**config.mk**
```make
export PLATFORM = sky130hd
export DESIGN_NAME = serial_alu_ctrl
export DESIGN_NICKNAME = d
export VERILOG_FILES = /design/src/rtl/serial_alu_ctrl.sv
export SDC_FILE = /design/constraint.sdc
export NUM_CORES = 1
export LEC_CHECK = 0
export CAP_MARGIN = 30
export CORE_AREA = 2 2 98 100
export DETAILED_ROUTE_END_ITERATION = 16
export DIE_AREA = 0 0 100 102
export PLACE_DENSITY = 0.9
export SYNTH_ARGS = -nofsm -noshare
export SYNTH_HDL_FRONTEND = slang
export SYNTH_SLANG_ARGS = --single-unit
```
**constraint.sdc**
```tcl
create_clock -name clk -period 1.77 [get_ports clk]
set_input_delay 0.354 -clock clk [delete_from_list [all_inputs] [get_ports clk]]
set_output_delay 0.354 -clock clk [all_outputs]
set_load 0.03 [all_outputs]
```
**src/rtl/serial_alu_ctrl.sv**
```systemverilog
// serial_alu_ctrl: bit-serial ALU sequencer.
// Runs a WIDTH-bit AND/OR/ADD/SUB/SLT one bit per clock through an external
// 1-bit ALU slice, LSB first, behind a start/busy/done handshake.
// Optional build macro SERIAL_ALU_FLAGS_EN adds registered zero/ovf flag outputs.
module serial_alu_ctrl #(
    parameter int WIDTH = 32,
    parameter int CNT_W = 6
) (
    input  logic             clk,
    input  logic             rst,
    input  logic             start,
    input  logic [2:0]       op,
    input  logic [WIDTH-1:0] opA,
    input  logic [WIDTH-1:0] opB,
    output logic             busy,
    output logic             done,
    output logic [WIDTH-1:0] result,
    output logic             slice_a,
    output logic             slice_b,
    output logic             slice_cin,
    output logic             slice_invertB,
    output logic [1:0]       slice_signal,
    output logic             slice_less,
    input  logic             slice_out,
    input  logic             slice_cout
`ifdef SERIAL_ALU_FLAGS_EN
    ,
    output logic             zero,
    output logic             ovf
`endif
);

    localparam logic [2:0] OP_AND = 3'd0;
    localparam logic [2:0] OP_OR  = 3'd1;
    localparam logic [2:0] OP_ADD = 3'd2;
    localparam logic [2:0] OP_SUB = 3'd3;
    localparam logic [2:0] OP_SLT = 3'd4;

    typedef enum logic [1:0] {
        S_IDLE,
        S_RUN,
        S_DONE
    } state_t;

    state_t             state, state_next;
    logic [WIDTH-1:0]   a_sr, b_sr;
    logic [2:0]         op_q;
    logic [CNT_W-1:0]   cnt;
    logic               carry;

    logic               run;
    logic               last_bit;
    logic               is_sub;
    logic               is_arith;
    logic               less;
    logic [WIDTH-1:0]   shifted;
    logic [WIDTH-1:0]   final_result;

    assign run      = (state == S_RUN);
    assign last_bit = (cnt == CNT_W'(WIDTH - 1));
    assign is_sub   = (op_q == OP_SUB) || (op_q == OP_SLT);
    assign is_arith = (op_q == OP_ADD) || is_sub;
    assign busy     = (state != S_IDLE);
    assign done     = (state == S_DONE);
    assign slice_less = 1'b0;

    // Signed less-than from the MSB stage: sum sign corrected by overflow.
    assign less    = slice_out ^ (carry ^ slice_cout);
    assign shifted = {slice_out, result[WIDTH-1:1]};

    // Value written into result on the final RUN edge, selected by the latched op.
    always_comb begin
        final_result = '0;
        case (op_q)
            OP_AND, OP_OR, OP_ADD, OP_SUB: final_result = shifted;
            OP_SLT:                        final_result = {{(WIDTH-1){1'b0}}, less};
            default:                       final_result = '0;
        endcase
    end

    // Slice controls: driven only while RUN so the slice sees zeros otherwise.
    always_comb begin
        // NOTE: every output gets a default first so no path leaves it unassigned (no latch).
        slice_a       = 1'b0;
        slice_b       = 1'b0;
        slice_cin     = 1'b0;
        slice_invertB = 1'b0;
        slice_signal  = 2'b00;
        if (run) begin
            slice_a       = a_sr[0];
            slice_b       = b_sr[0];
            slice_cin     = carry;
            slice_invertB = is_sub;
            if (is_arith)
                slice_signal = 2'b10;
            else if (op_q == OP_OR)
                slice_signal = 2'b01;
            else
                slice_signal = 2'b00;
        end
    end

    // State register.
    always_ff @(posedge clk) begin
        // NOTE: sequential state uses non-blocking assignments so every register samples pre-edge values.
        if (rst)
            state <= S_IDLE;
        else
            state <= state_next;
    end

    // Next-state logic: start is honoured only in IDLE; DONE lasts one cycle.
    always_comb begin
        state_next = state;
        case (state)
            S_IDLE:  if (start) state_next = S_RUN;
            S_RUN:   if (last_bit) state_next = S_DONE;
            S_DONE:  state_next = S_IDLE;
            default: state_next = S_IDLE;
        endcase
    end

    // Datapath: operand capture, per-bit shifting and final result write.
    always_ff @(posedge clk) begin
        if (rst) begin
            a_sr   <= '0;
            b_sr   <= '0;
            op_q   <= '0;
            cnt    <= '0;
            carry  <= 1'b0;
            result <= '0;
        end else begin
            case (state)
                S_IDLE: begin
                    if (start) begin
                        a_sr  <= opA;
                        b_sr  <= opB;
                        op_q  <= op;
                        cnt   <= '0;
                        carry <= (op == OP_SUB) || (op == OP_SLT);
                    end
                end
                S_RUN: begin
                    a_sr  <= a_sr >> 1;
                    b_sr  <= b_sr >> 1;
                    carry <= slice_cout;
                    cnt   <= cnt + CNT_W'(1);
                    if (last_bit)
                        result <= final_result;
                    else
                        result <= shifted;
                end
                default: ;
            endcase
        end
    end

`ifdef SERIAL_ALU_FLAGS_EN
    // Flags registered alongside result on DONE entry.
    always_ff @(posedge clk) begin
        if (rst) begin
            zero <= 1'b0;
            ovf  <= 1'b0;
        end else if (run && last_bit) begin
            zero <= (final_result == '0);
            ovf  <= ((op_q == OP_ADD) || (op_q == OP_SUB)) && (carry ^ slice_cout);
        end
    end
`endif

endmodule

```
util_map.png
10 x 10 tiles, from white (low) to dark blue (high), 0 to 100% covered.
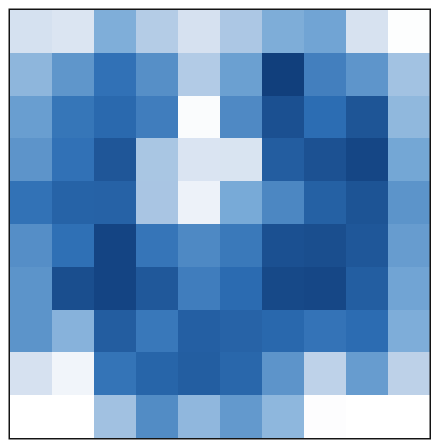
mean over tiles = 57%
nearly empty tiles = 6.0%
fullest tile = 94%

placed.png
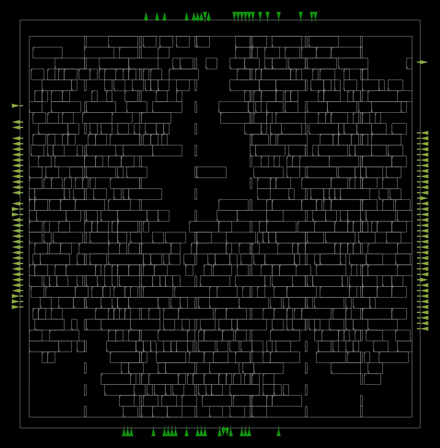
filler-free cell count of the finished design: 725
number of sequential cells: 108
# fillers: 742
Well Taps: 111
area of the core region: 0.00911 sq mm

==> Table 3: Implementation characteristics <==
Table: implementation figures

Parameter                              Value

Run status
  Result of the run .................. finished clean

Yosys
  Basic-gate share of the synthesized area counting and, or, nand and nor cells .................. a little over an eighth
  Cell count after synthesis .................. between 500 and 600
  Chip Area, Yosys .................. about 0.0044 sq mm
  Area contributors post-synth .................. dfxtp_1, a21oi_1, o221a_1, o211ai_1, nand2_1
  Post-synthesis share of cell area spent on and-or and or-and gates .................. 30.0%
  Post-Syn Area .................. 0.00442 sq mm
  Distinct lib cells used .................. ~41
  Post-synth EDFFs .................. 0
  Top logic cell family in the synthesized netlist .................. AND-OR/OR-AND gates
  Share of async-settable or async-resettable flops after synthesis .................. 0%
  Mux cell area share after synthesis .................. less than 1%
  Post-Syn Area per Cell .................. between 8 and 9 sq um
  Area share of the largest cell type after synthesis .................. between 40 and 50%
  Yosys Warn Count .................. 0
  Post-synth net total .................. 581
  Proportion of synthesized chip area in sequential cells .................. 48.9%
  Post-synth top area cell .................. dfxtp_1
  Commonest cells post-synth .................. dfxtp_1, a21oi_1, nand2_1, nor2_1, o211ai_1
  Flip-flop and latch count after synthesis .................. around 110
  Arithmetic-cell share of the synthesized area counting full adders, half adders and majority gates .................. less than 1%

Pwr
  Final total power .................. between 0.004 and 0.005 W
  Share of total power in combinational logic .................. 16.1%
  Leakage power .................. 2.32 nW
  Power of the sequential group .................. ~0.0027 W
  Max VDD drop .................. around 0.00041 V
  Clock network power .................. between 0.001 and 0.0015 W
  Combinational gate power .................. 0.000782 W
  Internal .................. between 0.003 and 0.004 W
  Net switching power of the design .................. about 0.0013 W
  Clock network fraction of total power .................. 29.2%
  Switching share of total power .................. 26.7%
  Leading power group .................. sequential cells
  Total power divided by cell area .................. between 800 and 900 mW/mm^2

Clocking
  Hold buffer count at CTS .................. 0
  Deepest clock path buffer count .................. 2
  Latest clock arrival within the worst-skew pair .................. 0.37 ns
  Clock Tree Root .................. clkbuf_8
  Setup bufs post-CTS .................. 6
  # clock sinks .................. 108
  Num CTS Buffers .................. 9
  CTS H-tree depth .................. 3
  CTS tree .................. done

Floorplan
  Die extent in x .................. ~100 um
  Total number of placement rows .................. 35
  Die Footprint .................. roughly 0.01 sq mm
  Number of top-level pins .................. between 100 and 150

Worst hold path
  Worst Min Path Start .................. rst
  Hold-critical path depth .................. 2
  Hold Path Class .................. input pin to register

Cells and area
  Register area .................. roughly 0.0022 sq mm
  Non-clk buf share .................. a little under a quarter
  Fraction of area in clock buffers and inverters .................. ~3.1%
  Number of non-clock buffers in the layout .................. roughly 140
  Final design area excluding fillers .................. a little under 0.006 sq mm
  Fraction of the core area covered by cells at the end of the flow .................. 65.1%
  Top cell excl fill/tap .................. dfxtp_1
  Area-dominant class .................. registers
  #MultiIn Comb .................. 325
  Regs by FF count .................. a_sr x32, b_sr x32, result x32
  Commonest cells after routing, fill and taps aside .................. dfxtp_1, a21oi_1, clkdlybuf4s50_1
  Combinational share of cell area .................. between 30 and 40%
  Layout overhead on the synthesized area .................. 34.3%

Drt
  Residual DRC .................. 0
  Vias per Instance .................. just under 6
  Residual antenna-violating net count after detailed routing .................. 0
  Drt initial violations .................. 218
  Wire per inst .................. about 16 um
  Length of the first detailed-routing pass in iterations .................. 5
  Met2 wire length .................. 5530 um
  Met3 layer wire length in the routed design .................. ~760 um

Worst setup path
  Endpoint of the most critical register-to-register path .................. result[0]$_SDFFE_PP0P_
  Maximum fanout count along the critical path .................. 2
  Arrival time worst endpoint .................. 1.97 ns
  CP Class .................. input pin to register
  Worst path slowest cell .................. clkdlybuf4s50_1
  Cells on worst reg2reg path .................. 4
  Critical path startpoint .................. slice_cout
  Crit end category .................. register
  Buffers plus inverters on the worst setup path .................. 1
  Worst reg-to-reg setup slack .................. approximately 0.13 ns
  Capturing instance or port of the critical path .................. result[0]$_SDFFE_PP0P_
  Worst endpoint required time .................. roughly 2.1 ns

Final timing
  Final hold viol count .................. 0
  Ratio of final minimum period to clock period .................. between 90% and 100%
  Tightest hold margin .................. slightly above 0.4 ns
  Final WS setup .................. approximately 0.079 ns
  Fmax .................. just under 0.6 GHz
  Count of endpoints failing setup in the final report .................. 0
  Worst setup skew after layout .................. around 0.012 ns
  Setup repair after global routing missed its margin .................. true
  Time the final worst path needs with I/O delays and setup .................. ~1.7 ns
  Setup TNS .................. 0 ns
  Max-slew violation total from the final report .................. 0

Run
  Number of logged tool warnings .................. 27
  Max-cap violations .................. 0

GRT
  Via count of the first global-routing pass .................. between 3000 and 4000
  Most congested layer reported by global routing .................. met2
  Number of antenna violations at the first check in global routing .................. 0
  Global-route wire length before repair .................. 18600 um
  Global router's overall resource usage .................. 22.4%
  Met2 Use GR .................. a little under two fifths

Placed design
  Count of placed standard cells including taps .................. ~700
  Weighted congestion reported at the end of routability-driven placement .................. between 0.7 and 0.8
m1.png
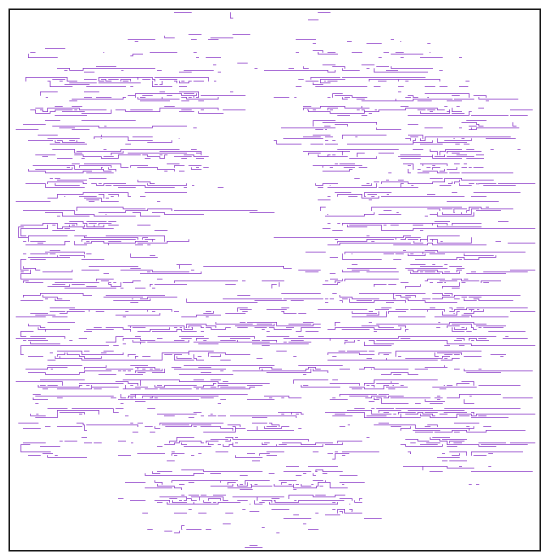
share of all routed wire = 44%
nets with wire on the layer = 621
drt total wl: 11600 um
via count: 4186
met1 Use GR: 28.1%

m2.png
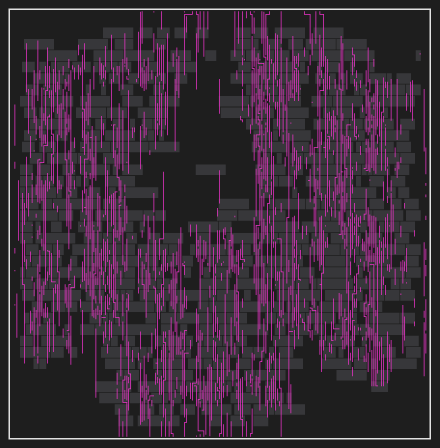
share of all routed wire = 48%
main direction = vertical
longest straight run = 45.2 um

Power figures rest on the tool's default switching activity, not on a simulated workload.
